==> images/cell_density.png <==
The die is cut into 19 by 19 equal tiles; white is low, dark blue is high, 0 to 100% covered.
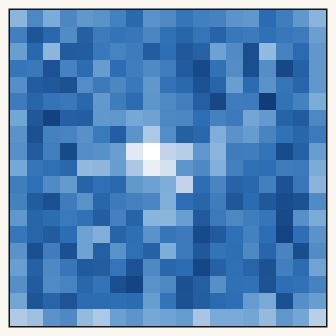
==> images/layer_met3.png <==
Scale bar: 50 µm.
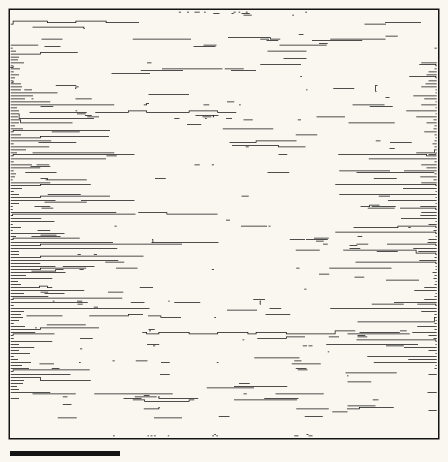
==> images/placement_by_type.png <==
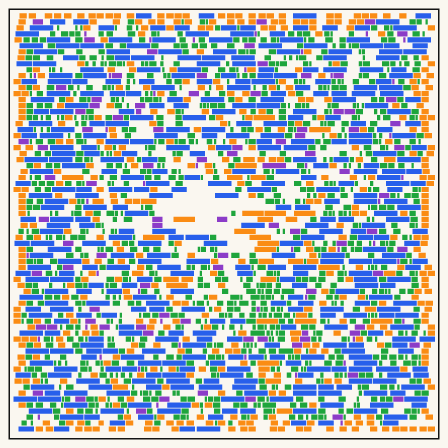
==> images/flops_by_reg.png <==
Scale bar: 50 µm. Other sequential cells in the stronger gray, the rest of the logic in the fainter gray.
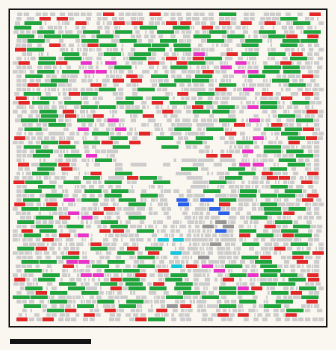
$ cat src/rtl/aes256_key_expander_if.sv
// Key, S-box and round-key signals of the AES-256 key expander. Word 0 of a key and byte 0 of a
// word sit in the most significant bits.
interface aes256_key_expander_if;
  logic         key_valid;
  logic [255:0] key_in;
  logic         key_ready;
  logic         sbox_ready;
  logic [31:0]  sub_in;
  logic [31:0]  sub_out;
  logic         rk_valid;
  logic [3:0]   rk_idx;
  logic [127:0] rk_out;
  logic         rk_last;

  // Expander side.
  modport slave (
    input  key_valid, key_in, sbox_ready, sub_out,
    output key_ready, sub_in, rk_valid, rk_idx, rk_out, rk_last
  );

  // Key source, S-box and round-key consumer side.
  modport master (
    output key_valid, key_in, sbox_ready, sub_out,
    input  key_ready, sub_in, rk_valid, rk_idx, rk_out, rk_last
  );
endinterface

$ cat src/rtl/aes256_key_expander.sv
// Sequential AES-256 key schedule: one word per step through an 8-word sliding window, sharing
// an external subWord stage, emitting each 128-bit round key as a one-cycle pulse.
module aes256_key_expander #(
  parameter int unsigned SUB_LAT = 1
) (
  input logic                   clk,
  input logic                   reset,
  aes256_key_expander_if.slave  bus
);

  localparam int unsigned CntW = (SUB_LAT > 1) ? $clog2(SUB_LAT) : 1;

  typedef enum logic [2:0] {
    StIdle, StEmit0, StEmit1, StSub, StWait, StXor, StDone
  } state_e;

  state_e          state_q;
  logic [31:0]     win_q [8];
  logic [5:0]      idx_q;
  logic [CntW-1:0] wait_q;
  logic            pend_q;
  logic [31:0]     sub_hold_q;
  logic            rk_valid_q;
  logic [3:0]      rk_idx_q;
  logic [127:0]    rk_out_q;
  logic            rk_last_q;

  logic [31:0] sub_sel;
  logic [31:0] new_word;
  logic [7:0]  rcon;
  logic        key_ready;
  logic        shift_en;

  always_comb begin
    sub_sel  = idx_q[2] ? win_q[7] : {win_q[7][23:0], win_q[7][31:24]};
    rcon     = 8'h01 << (idx_q[5:3] - 3'd1);
    key_ready = (state_q == StIdle) && bus.sbox_ready;
    shift_en = ((state_q == StWait) && (wait_q == '0)) ||
               ((state_q == StXor) && (idx_q != 6'd60));
    new_word = win_q[0] ^ win_q[7];
    if (state_q == StWait) begin
      new_word = win_q[0] ^ bus.sub_out;
      if (!idx_q[2]) begin
        new_word = new_word ^ {rcon, 24'h0};
      end
    end
  end

  // S-box input follows the window only while the request is launched, then holds.
  assign bus.sub_in    = (state_q == StSub) ? sub_sel : sub_hold_q;
  assign bus.key_ready = key_ready;
  assign bus.rk_valid  = rk_valid_q;
  assign bus.rk_idx    = rk_idx_q;
  assign bus.rk_out    = rk_out_q;
  assign bus.rk_last   = rk_last_q;

  always_ff @(posedge clk) begin
    if (!reset) begin
      state_q    <= StIdle;
      for (int k = 0; k < 8; k++) begin
        win_q[k] <= '0;
      end
      idx_q      <= '0;
      wait_q     <= '0;
      pend_q     <= 1'b0;
      sub_hold_q <= '0;
      rk_valid_q <= 1'b0;
      rk_idx_q   <= '0;
      rk_out_q   <= '0;
      rk_last_q  <= 1'b0;
    end else begin
      rk_valid_q <= 1'b0;
      rk_last_q  <= 1'b0;
      pend_q     <= 1'b0;

      // A group completed last cycle; the window still holds it.
      if (pend_q) begin
        rk_valid_q <= 1'b1;
        rk_idx_q   <= idx_q[5:2] - 4'd1;
        rk_out_q   <= {win_q[4], win_q[5], win_q[6], win_q[7]};
        rk_last_q  <= (idx_q == 6'd60);
      end

      if (shift_en) begin
        for (int k = 0; k < 7; k++) begin
          win_q[k] <= win_q[k+1];
        end
        win_q[7] <= new_word;
        idx_q    <= idx_q + 6'd1;
      end

      unique case (state_q)
        StIdle: begin
          if (bus.key_valid && key_ready) begin
            for (int k = 0; k < 8; k++) begin
              win_q[k] <= bus.key_in[255-32*k -: 32];
            end
            idx_q   <= 6'd8;
            state_q <= StEmit0;
          end
        end
        StEmit0: begin
          rk_valid_q <= 1'b1;
          rk_idx_q   <= 4'd0;
          rk_out_q   <= {win_q[0], win_q[1], win_q[2], win_q[3]};
          state_q    <= StEmit1;
        end
        StEmit1: begin
          rk_valid_q <= 1'b1;
          rk_idx_q   <= 4'd1;
          rk_out_q   <= {win_q[4], win_q[5], win_q[6], win_q[7]};
          state_q    <= StSub;
        end
        StSub: begin
          sub_hold_q <= sub_sel;
          wait_q     <= CntW'(SUB_LAT - 1);
          state_q    <= StWait;
        end
        StWait: begin
          if (wait_q == '0) begin
            state_q <= StXor;
          end else begin
            wait_q <= wait_q - CntW'(1);
          end
        end
        StXor: begin
          // At i==60 this cycle only lets the final round key out before DONE.
          if (idx_q == 6'd60) begin
            state_q <= StDone;
          end else if (idx_q[1:0] == 2'd3) begin
            pend_q  <= 1'b1;
            state_q <= (idx_q == 6'd59) ? StXor : StSub;
          end
        end
        StDone: begin
          state_q <= StIdle;
        end
        default: begin
          state_q <= StIdle;
        end
      endcase
    end
  end

endmodule

$ cat src/flat_wrapper.sv
// flat-port wrapper written by rule: the top's interface ports become plain ports
module aes256_key_expander_flat 
#(
  parameter int unsigned SUB_LAT = 1
)
  (clk, reset, bus_key_valid, bus_key_in, bus_sbox_ready, bus_sub_out, bus_key_ready, bus_sub_in, bus_rk_valid, bus_rk_idx, bus_rk_out, bus_rk_last);
  aes256_key_expander_if bus_i ();
  input logic clk;
  input logic reset;
  input wire logic [$bits(bus_i.key_valid)-1:0] bus_key_valid;
  input wire logic [$bits(bus_i.key_in)-1:0] bus_key_in;
  input wire logic [$bits(bus_i.sbox_ready)-1:0] bus_sbox_ready;
  input wire logic [$bits(bus_i.sub_out)-1:0] bus_sub_out;
  output wire logic [$bits(bus_i.key_ready)-1:0] bus_key_ready;
  output wire logic [$bits(bus_i.sub_in)-1:0] bus_sub_in;
  output wire logic [$bits(bus_i.rk_valid)-1:0] bus_rk_valid;
  output wire logic [$bits(bus_i.rk_idx)-1:0] bus_rk_idx;
  output wire logic [$bits(bus_i.rk_out)-1:0] bus_rk_out;
  output wire logic [$bits(bus_i.rk_last)-1:0] bus_rk_last;
  assign bus_i.key_valid = bus_key_valid;
  assign bus_i.key_in = bus_key_in;
  assign bus_i.sbox_ready = bus_sbox_ready;
  assign bus_i.sub_out = bus_sub_out;
  assign bus_key_ready = bus_i.key_ready;
  assign bus_sub_in = bus_i.sub_in;
  assign bus_rk_valid = bus_i.rk_valid;
  assign bus_rk_idx = bus_i.rk_idx;
  assign bus_rk_out = bus_i.rk_out;
  assign bus_rk_last = bus_i.rk_last;
  aes256_key_expander #(.SUB_LAT(SUB_LAT)) u_core (.clk(clk), .reset(reset), .bus(bus_i));
endmodule
$ cat config.mk
export PLATFORM = sky130hd
export DESIGN_NAME = aes256_key_expander_flat
export DESIGN_NICKNAME = d
export VERILOG_FILES = /design/src/rtl/aes256_key_expander_if.sv /design/src/rtl/aes256_key_expander.sv /design/src/flat_wrapper.sv
export SDC_FILE = /design/constraint.sdc
export NUM_CORES = 1
export LEC_CHECK = 0
export CORE_UTILIZATION = 52
export CTS_BUF_LIST = sky130_fd_sc_hd__clkbuf_8
export DETAILED_ROUTE_END_ITERATION = 6
export GPL_TIMING_DRIVEN = 0
export PLACE_DENSITY_LB_ADDON = 0.08
export REMOVE_ABC_BUFFERS = 1
export SLEW_MARGIN = 20
export SYNTH_ARGS = -nofsm -noshare
export SYNTH_HDL_FRONTEND = slang
export SYNTH_SLANG_ARGS = --single-unit
$ cat constraint.sdc
create_clock -name clk -period 5.9 [get_ports clk]
set_input_delay 0.885 -clock clk [delete_from_list [all_inputs] [get_ports clk]]
set_output_delay 0.885 -clock clk [all_outputs]
set_load 0.05 [all_outputs]
==> CHANGELOG.md <==
### Metrics

- # rows: 70
- Vias: around 15000
- Cell area after synthesis: a little under 20000 µm²
- CP Launch Point: u_core.state_q[0]
- Hold_sp: u_core.bus.rk_out[84]
- M2 GR Usage: 0.497
- Hold path cells: 2
- Worst-Skew Late Latency: 0.62 ns
- Post-CTS Repair Setup Buffers: 0
- Slew headroom: 0.432
- Post-Route Skew: 0.0310 ns
- Post-synth EDFFs: 256
- Syn_area_per_cell: roughly 12 µm²
- Main synth FF type: edfxtp_1
- Top cells by area: edfxtp_1 40%, dfxtp_1 18%, mux2i_1 9.6%
- R2R setup slack: about 2.4 ns
- MI comb area: 7330 µm²
- Yosys aoi share: 0.180
- MUX share of area: 0.0962
- Longest Clk Path Bufs: 3
- Status: finished clean
- CTS Hold Bufs: 0
- Fraction of area in clock buffers and inverters: 0.0528
- PwrDens: approximately 530 nW/µm²
- Area Growth Syn to Fin: 36.0%
- CP most frequent cell: buf_6
- Most frequent logic cell in the layout: clkdlybuf4s50_1
- Ant diodes: 15
- Period utilisation layout: 0.700
- Nets: 2361
- Met1 Use GR: 0.393
- Unique cell types: around 47
- Placed insts: approximately 2500
- CP Cell Sequence: nand3b_1, buf_6, buf_6, o21ai_0, clkdlybuf4s50_1
- Setup_tns: 0 ns
- Crit path kind: reg -> out
- Initial antenna violation count: 17
- Levels on crit path: 5
- Htree depth: 3
- Top-area cell type share of the netlist area: 0.399
- Non-clk invs: 9
- Total CTS buffers: 73
About cell_density.png:
- tiles over 75% full: 34%
- mean over tiles: 68%
- fullest tile: 95%
- nearly empty tiles: 0.30%
Core Footprint: 36500 µm²
Initial Utilization: 0.527

About layer_met3.png:
- share of all routed wire: 8.6%
- longest straight run: 64.2 µm
- main direction: horizontal
- nets with wire on the layer: 352
- wire length on this layer: 5070 µm

About placement_by_type.png:
- combinational and other logic: green (cells 1049)
- clock drivers and dummy loads: purple (cells 132)
- sequential cells: blue (cells 432)
- remaining buffers and delay cells: orange (cells 508)
Final Util: 0.717
Post-Layout Inst Area: 26200 µm²

About flops_by_reg.png:
- u_core.sub_hold_q: magenta (placed flops 32)
- u_core.bus.rk_idx: cyan (placed flops 4; where south)
- u_core.idx_q: blue (placed flops 6)
- u_core.bus.rk_out: red (placed flops 128; where spread over the die)
- u_core.win_q: green (placed flops 256; where spread over the die)

==> registers in the layout (all words and copies together) (netlist names) <==
register,cells
u_core.bus.rk_out,128
u_core.state_q,3
u_core.sub_hold_q,32
u_core.bus.rk_last,1
u_core.bus.rk_valid,1
u_core.win_q,256
u_core.bus.rk_idx,4
u_core.idx_q,6
u_core.pend_q,1
==> stage by stage <==
stage	power (µW)	area (µm²)	utilization	hold slack, ns	setup WS [ns]
floorplan	9340	18500	-	0.510	-3.45
global placement	11500	23700	0.648	0.485	-17.31
detailed placement	11400	24800	0.678	0.490	1.89
CTS	14000	26100	0.716	0.498	1.76
global route	14600	26200	0.717	0.515	1.60
finish	13900	26200	0.717	0.495	1.77
==> report_power, final <==
group          total (µW)  switching [µW]  internal (µW)
Combinational        6100            3710           2390
Sequential           5270             767           4500
Clock                2570            1220           1350
No activity file was given, so power comes from the tool's default toggle rates.
